`config.mk`:
```
export PLATFORM = sky130hd
export DESIGN_NAME = i2c_target
export DESIGN_NICKNAME = d
export VERILOG_FILES = /design/src/rtl/i2c_target.sv
export SDC_FILE = /design/constraint.sdc
export NUM_CORES = 1
export LEC_CHECK = 0
export ABC_AREA = 1
export CORE_UTILIZATION = 55
export DETAILED_ROUTE_END_ITERATION = 7
export PLACE_DENSITY = 0.77
export SYNTH_ARGS = -nofsm -noshare
export SYNTH_HDL_FRONTEND = slang
export SYNTH_SLANG_ARGS = --single-unit
```
`constraint.sdc`:
```
create_clock -name clk -period 2.84 [get_ports clk]
set_input_delay 0.426 -clock clk [delete_from_list [all_inputs] [get_ports clk]]
set_output_delay 0.426 -clock clk [all_outputs]
set_load 0.05 [all_outputs]
```
`src/rtl/i2c_target.sv`:
```
// i2c_target: oversampled I2C target endpoint with 7-bit address match.
// Define I2C_TARGET_FILTER_EN to add a 3-sample majority glitch filter.
module i2c_target #(
    parameter logic [6:0] ADDRESS = 7'h50
) (
    input  logic       clk,
    input  logic       reset_n,
    input  logic       scl_in,
    input  logic       sda_in,
    output logic       sda_oe,
    output logic [7:0] rx_data,
    output logic       rx_valid,
    output logic       rx_first,
    output logic       tx_req,
    input  logic [7:0] tx_data,
    output logic       busy,
    output logic       stop
);

    typedef enum logic [2:0] {
        ST_IDLE,
        ST_ADDR,
        ST_ADDR_ACK,
        ST_WRITE,
        ST_WRITE_ACK,
        ST_READ,
        ST_READ_ACK,
        ST_IGNORE
    } state_e;

    logic [1:0] scl_sync_q, scl_sync_d;
    logic [1:0] sda_sync_q, sda_sync_d;
    logic       scl_c, sda_c;
    logic       scl_prev_q, scl_prev_d;
    logic       sda_prev_q, sda_prev_d;

    // Two-flop synchronizers; idle bus level is high
    always_comb begin
        scl_sync_d = {scl_sync_q[0], scl_in};
        sda_sync_d = {sda_sync_q[0], sda_in};
    end

    // Synchronizer flops
    always_ff @(posedge clk or negedge reset_n) begin
        if (!reset_n) begin
            scl_sync_q <= 2'b11;
            sda_sync_q <= 2'b11;
        end else begin
            scl_sync_q <= scl_sync_d;
            sda_sync_q <= sda_sync_d;
        end
    end

`ifdef I2C_TARGET_FILTER_EN
    logic [1:0] scl_hist_q, scl_hist_d;
    logic [1:0] sda_hist_q, sda_hist_d;
    logic       scl_filt_q, scl_filt_d;
    logic       sda_filt_q, sda_filt_d;

    function automatic logic maj3(input logic a, input logic b,
                                  input logic c);
        return (a & b) | (a & c) | (b & c);
    endfunction

    // Majority vote over three samples rejects single-clk glitches
    always_comb begin
        scl_hist_d = {scl_hist_q[0], scl_sync_q[1]};
        sda_hist_d = {sda_hist_q[0], sda_sync_q[1]};
        scl_filt_d = maj3(scl_sync_q[1], scl_hist_q[0], scl_hist_q[1]);
        sda_filt_d = maj3(sda_sync_q[1], sda_hist_q[0], sda_hist_q[1]);
    end

    // Filter history and registered vote
    always_ff @(posedge clk or negedge reset_n) begin
        if (!reset_n) begin
            scl_hist_q <= 2'b11;
            sda_hist_q <= 2'b11;
            scl_filt_q <= 1'b1;
            sda_filt_q <= 1'b1;
        end else begin
            scl_hist_q <= scl_hist_d;
            sda_hist_q <= sda_hist_d;
            scl_filt_q <= scl_filt_d;
            sda_filt_q <= sda_filt_d;
        end
    end

    assign scl_c = scl_filt_q;
    assign sda_c = sda_filt_q;
`else
    assign scl_c = scl_sync_q[1];
    assign sda_c = sda_sync_q[1];
`endif

    // Previous conditioned sample for edge detection
    always_comb begin
        scl_prev_d = scl_c;
        sda_prev_d = sda_c;
    end

    // Edge-detect history flops
    always_ff @(posedge clk or negedge reset_n) begin
        if (!reset_n) begin
            scl_prev_q <= 1'b1;
            sda_prev_q <= 1'b1;
        end else begin
            scl_prev_q <= scl_prev_d;
            sda_prev_q <= sda_prev_d;
        end
    end

    logic scl_rise, scl_fall, bus_start, bus_stop;
    assign scl_rise  = scl_c & ~scl_prev_q;
    assign scl_fall  = ~scl_c & scl_prev_q;
    assign bus_start = scl_c & scl_prev_q & sda_prev_q & ~sda_c;
    assign bus_stop  = scl_c & scl_prev_q & ~sda_prev_q & sda_c;

    state_e     state_q, state_d;
    logic [2:0] bit_cnt_q, bit_cnt_d;
    logic [6:0] shift_q, shift_d;
    logic [7:0] tx_shift_q, tx_shift_d;
    logic       rw_q, rw_d;
    logic       phase_q, phase_d;
    logic       first_q, first_d;
    logic       sda_oe_q, sda_oe_d;
    logic [7:0] rx_data_q, rx_data_d;
    logic       rx_valid_q, rx_valid_d;
    logic       rx_first_q, rx_first_d;
    logic       tx_req_q, tx_req_d;
    logic       busy_q, busy_d;
    logic       stop_q, stop_d;

    logic       last_bit, addr_hit;
    logic [7:0] byte_in;
    assign last_bit = (bit_cnt_q == 3'd7);
    assign addr_hit = (shift_q == ADDRESS);
    assign byte_in  = {shift_q, sda_c};

    // State and datapath registers
    always_ff @(posedge clk or negedge reset_n) begin
        if (!reset_n) begin
            state_q    <= ST_IDLE;
            bit_cnt_q  <= 3'd0;
            shift_q    <= 7'd0;
            tx_shift_q <= 8'd0;
            rw_q       <= 1'b0;
            phase_q    <= 1'b0;
            first_q    <= 1'b0;
            sda_oe_q   <= 1'b0;
            rx_data_q  <= 8'd0;
            rx_valid_q <= 1'b0;
            rx_first_q <= 1'b0;
            tx_req_q   <= 1'b0;
            busy_q     <= 1'b0;
            stop_q     <= 1'b0;
        end else begin
            state_q    <= state_d;
            bit_cnt_q  <= bit_cnt_d;
            shift_q    <= shift_d;
            tx_shift_q <= tx_shift_d;
            rw_q       <= rw_d;
            phase_q    <= phase_d;
            first_q    <= first_d;
            sda_oe_q   <= sda_oe_d;
            rx_data_q  <= rx_data_d;
            rx_valid_q <= rx_valid_d;
            rx_first_q <= rx_first_d;
            tx_req_q   <= tx_req_d;
            busy_q     <= busy_d;
            stop_q     <= stop_d;
        end
    end

    // Next state: bus conditions override all protocol progress
    always_comb begin
        state_d = state_q;
        if (bus_stop) begin
            state_d = ST_IDLE;
        end else if (bus_start) begin
            state_d = ST_ADDR;
        end else begin
            unique case (state_q)
                ST_ADDR: begin
                    if (scl_rise && last_bit)
                        state_d = addr_hit ? ST_ADDR_ACK : ST_IGNORE;
                end
                ST_ADDR_ACK: begin
                    if (scl_fall && phase_q)
                        state_d = rw_q ? ST_READ : ST_WRITE;
                end
                ST_WRITE: begin
                    if (scl_rise && last_bit)
                        state_d = ST_WRITE_ACK;
                end
                ST_WRITE_ACK: begin
                    if (scl_fall && phase_q)
                        state_d = ST_WRITE;
                end
                ST_READ: begin
                    if (scl_fall && phase_q)
                        state_d = ST_READ_ACK;
                end
                ST_READ_ACK: begin
                    if (scl_rise)
                        state_d = sda_c ? ST_IGNORE : ST_READ;
                end
                default: ;
            endcase
        end
    end

    // Outputs and datapath; phase_q marks the second half of an ACK slot
    // or, in READ, that all 8 bits are already on the wire
    always_comb begin
        bit_cnt_d  = bit_cnt_q;
        shift_d    = shift_q;
        tx_shift_d = tx_req_q ? tx_data : tx_shift_q;
        rw_d       = rw_q;
        phase_d    = phase_q;
        first_d    = first_q;
        sda_oe_d   = sda_oe_q;
        rx_data_d  = rx_data_q;
        rx_valid_d = 1'b0;
        rx_first_d = rx_first_q;
        tx_req_d   = 1'b0;
        busy_d     = busy_q;
        stop_d     = 1'b0;
        if (bus_stop) begin
            sda_oe_d = 1'b0;
            busy_d   = 1'b0;
            stop_d   = 1'b1;
        end else if (bus_start) begin
            bit_cnt_d = 3'd0;
            sda_oe_d  = 1'b0;
            phase_d   = 1'b0;
        end else begin
            unique case (state_q)
                ST_ADDR: begin
                    if (scl_rise) begin
                        shift_d   = {shift_q[5:0], sda_c};
                        bit_cnt_d = bit_cnt_q + 3'd1;
                        if (last_bit) begin
                            phase_d = 1'b0;
                            if (addr_hit) begin
                                busy_d   = 1'b1;
                                rw_d     = sda_c;
                                tx_req_d = sda_c;
                            end else begin
                                busy_d = 1'b0;
                            end
                        end
                    end
                end
                ST_ADDR_ACK: begin
                    if (scl_fall) begin
                        if (!phase_q) begin
                            sda_oe_d = 1'b1;
                            phase_d  = 1'b1;
                        end else begin
                            phase_d = 1'b0;
                            if (rw_q) begin
                                sda_oe_d  = ~tx_shift_q[7];
                                bit_cnt_d = 3'd1;
                            end else begin
                                sda_oe_d = 1'b0;
                                first_d  = 1'b1;
                            end
                        end
                    end
                end
                ST_WRITE: begin
                    if (scl_rise) begin
                        shift_d   = {shift_q[5:0], sda_c};
                        bit_cnt_d = bit_cnt_q + 3'd1;
                        if (last_bit) begin
                            rx_data_d  = byte_in;
                            rx_valid_d = 1'b1;
                            rx_first_d = first_q;
                            first_d    = 1'b0;
                            phase_d    = 1'b0;
                        end
                    end
                end
                ST_WRITE_ACK: begin
                    if (scl_fall) begin
                        sda_oe_d = ~phase_q;
                        phase_d  = ~phase_q;
                    end
                end
                ST_READ: begin
                    if (scl_fall) begin
                        if (phase_q) begin
                            sda_oe_d = 1'b0;
                            phase_d  = 1'b0;
                        end else begin
                            sda_oe_d  = ~tx_shift_q[~bit_cnt_q];
                            bit_cnt_d = bit_cnt_q + 3'd1;
                            phase_d   = last_bit;
                        end
                    end
                end
                ST_READ_ACK: begin
                    if (scl_rise) begin
                        if (!sda_c)
                            tx_req_d = 1'b1;
                        else
                            busy_d = 1'b0;
                    end
                end
                default: ;
            endcase
        end
    end

    assign sda_oe   = sda_oe_q;
    assign rx_data  = rx_data_q;
    assign rx_valid = rx_valid_q;
    assign rx_first = rx_first_q;
    assign tx_req   = tx_req_q;
    assign busy     = busy_q;
    assign stop     = stop_q;

endmodule

```
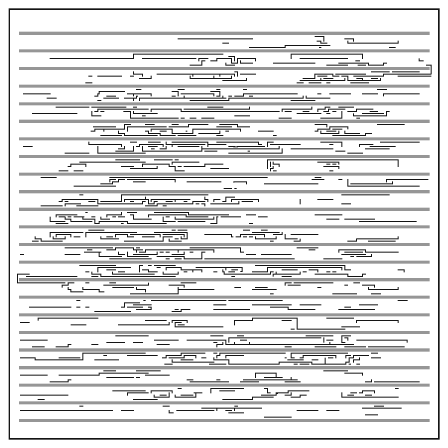
(images/m1.png)
Supply wires on this layer in grey.
share of all routed wire: 49%
wire length on this layer: 2130 µm
main direction: horizontal
longest straight run: 24.4 µm
total via count after detailed routing: 1823
Post-Route WL: 4.34 mm
met1 usage: 32.2%

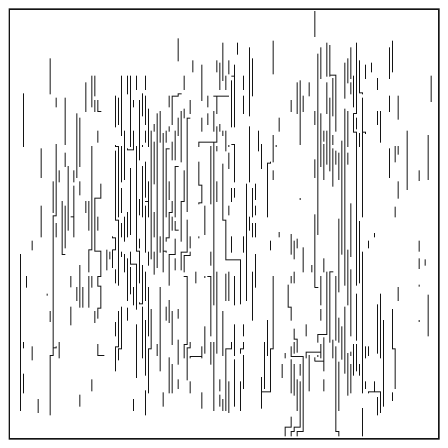
(images/m2.png)
main direction: vertical
wire length on this layer: 1980 µm
nets with wire on the layer: 248
global routing usage on met2: 35.7%

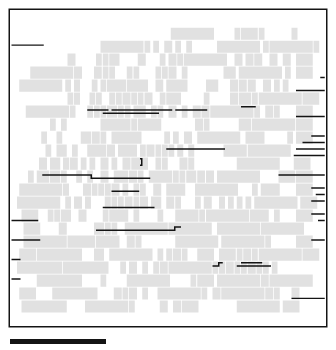
(images/m3.png)
Bar = 20 µm. Cells faint in the background.
nets with wire on the layer: 32
wire length on this layer: 203 µm
longest straight run: 16.3 µm
GR Layer Usage met3: 4.14%

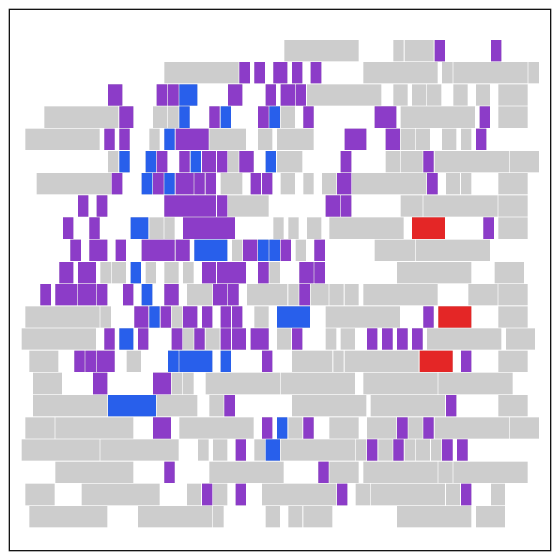
(images/gates.png)
legend:
  purple:
    family: nand cells
    cells: 120
    most_used: nand2_1
    where: spread over the die
  blue:
    family: nor cells
    cells: 26
    most_used: nor2_1
  red:
    family: mux cells
    cells: 3
    most_used: mux2_2
share of the final layout cell area in multi-input gates: 37.8%
highest-count logic cell in the final layout: nand2_1
number of standard cells in the final layout excluding fillers: 351

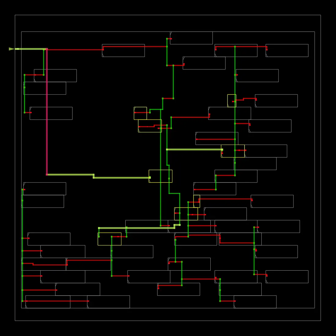
(images/clock_nets.png)
CTS sink count: 44
count of flip-flops and latches: 44
number of CTS-inserted buffers: 5
Layout Skew: 0.0111 ns
count of clock buffers in the final design: 6

metal layers:
metal	vias up	wire length (µm)
li1	944	-
met1	831	2130
met2	46	1980
met3	2	202
met4	0	27
met5	-	0
how the worst min path moves through the flow:
stage                   from            end  slack [ns]  cells after the start
3_3_place_gp   sda_sync_q[0]  sda_sync_q[1]        0.35                      0
6_report             reset_n     rx_data[6]        0.26                      1
2_1_floorplan        reset_n   bit_cnt_q[0]        0.13                      0
4_1_cts              reset_n           rw_q        0.30                      1
5_1_grt              reset_n     rx_data[6]        0.34                      1
3_5_place_dp   sda_sync_q[0]  sda_sync_q[1]        0.35                      0
cell usage in the layout, fill, tap and decap left out, drive strengths merged:
master / instances
ha: 2
nand4: 5
clkdlybuf4s50: 24
mux2: 3
or2: 1
inv: 32
nand3b: 3
clkbuf: 6
nand3: 24
o211ai: 2
clkinv: 1
nor3: 3
nand2: 88
dfrtp: 38
dfstp: 6
nor2: 23
buf: 1
clkinvlp: 1
a21oi: 11
o21ai: 28
a21o: 1
logic make-up after synthesis:
kind of cell    share of synthesized area, %
fa+ha+maj                               1.10
simple gates                            31.0
flops                                   49.0
mux                                     1.49
buf+inv                                 7.57
compound gates                          9.83
registers in the layout, indices dropped and copies added, names as in the netlist:
register and cells:
shift_q 7, rx_first 1, tx_req 1, stop 1, sda_oe 1, sda_prev_q 1
rx_data 8, tx_shift_q 8, rx_valid 1, scl_sync_q 2, scl_prev_q 1, bit_cnt_q 3
sda_sync_q 2, state_q 3, busy 1, first_q 1, phase_q 1, rw_q 1
cell type report:
type	instances	area [µm²]
Clock inverter	2	12.5
Timing Repair Buffer	25	245
Inverter	32	120
Clock buffer	6	72.6
Sequential cell	44	1110
Multi-Input combinational cell	194	985
Fill cell	344	1190
Tap cell	48	60.1
==> impl_results.html <==
<!-- implementation run metrics -->
<table>
<tr><th>Metric</th><th>Value</th></tr>
<tr><th colspan="2">Floorplan</th></tr>
<tr><td>Std-Cell Core Area</td><td>3800 µm²</td></tr>
<tr><th colspan="2">Detailed routing</th></tr>
<tr><td>Count of nets left with antenna violations after detail routing</td><td>0</td></tr>
<tr><th colspan="2">Clock network</th></tr>
<tr><td>CTS tree</td><td>built</td></tr>
<tr><td>Clock slew at the register clock pins of the worst setup and hold paths</td><td>0.09 ns</td></tr>
<tr><td>Longest Clk Path Bufs</td><td>2</td></tr>
<tr><th colspan="2">Critical path</th></tr>
<tr><td>Start point of the critical path</td><td>tx_req</td></tr>
<tr><td>Cell type of the slowest stage on the worst timing path</td><td>clkdlybuf4s50_1</td></tr>
<tr><td>Worst endpoint required time</td><td>around 2.4 ns</td></tr>
<tr><th colspan="2">Timing</th></tr>
<tr><td>Final cycle utilization of the critical path</td><td>between 70% and 80%</td></tr>
<tr><td>Maximum frequency from static timing analysis</td><td>460 MHz</td></tr>
<tr><th colspan="2">Status</th></tr>
<tr><td>Status</td><td>finished, final reports clean</td></tr>
<tr><th colspan="2">Placed design</th></tr>
<tr><td>Post-place instance area</td><td>2520 µm²</td></tr>
<tr><td>Worst-case setup slack after placement</td><td>0.972 ns</td></tr>
<tr><td>Placed Cells</td><td>about 340</td></tr>
<tr><th colspan="2">GRT</th></tr>
<tr><td>GRT Util Overall</td><td>around 23%</td></tr>
<tr><td>Total overflow reported by the global router</td><td>0</td></tr>
<tr><th colspan="2">Pwr</th></tr>
<tr><td>Cell internal pwr</td><td>between 1 and 1.5 mW</td></tr>
<tr><th colspan="2">Synthesis</th></tr>
<tr><td>Gate Count Post-Synth</td><td>approximately 280</td></tr>
<tr><td>Sequential area share after synthesis</td><td>about half</td></tr>
<tr><td>List of most frequent post-synthesis cells</td><td>nand2_1, dfrtp_1, inv_1, o21ai_0, nand3_1</td></tr>
</table>
No activity file was given, so power comes from the tool's default toggle rates.
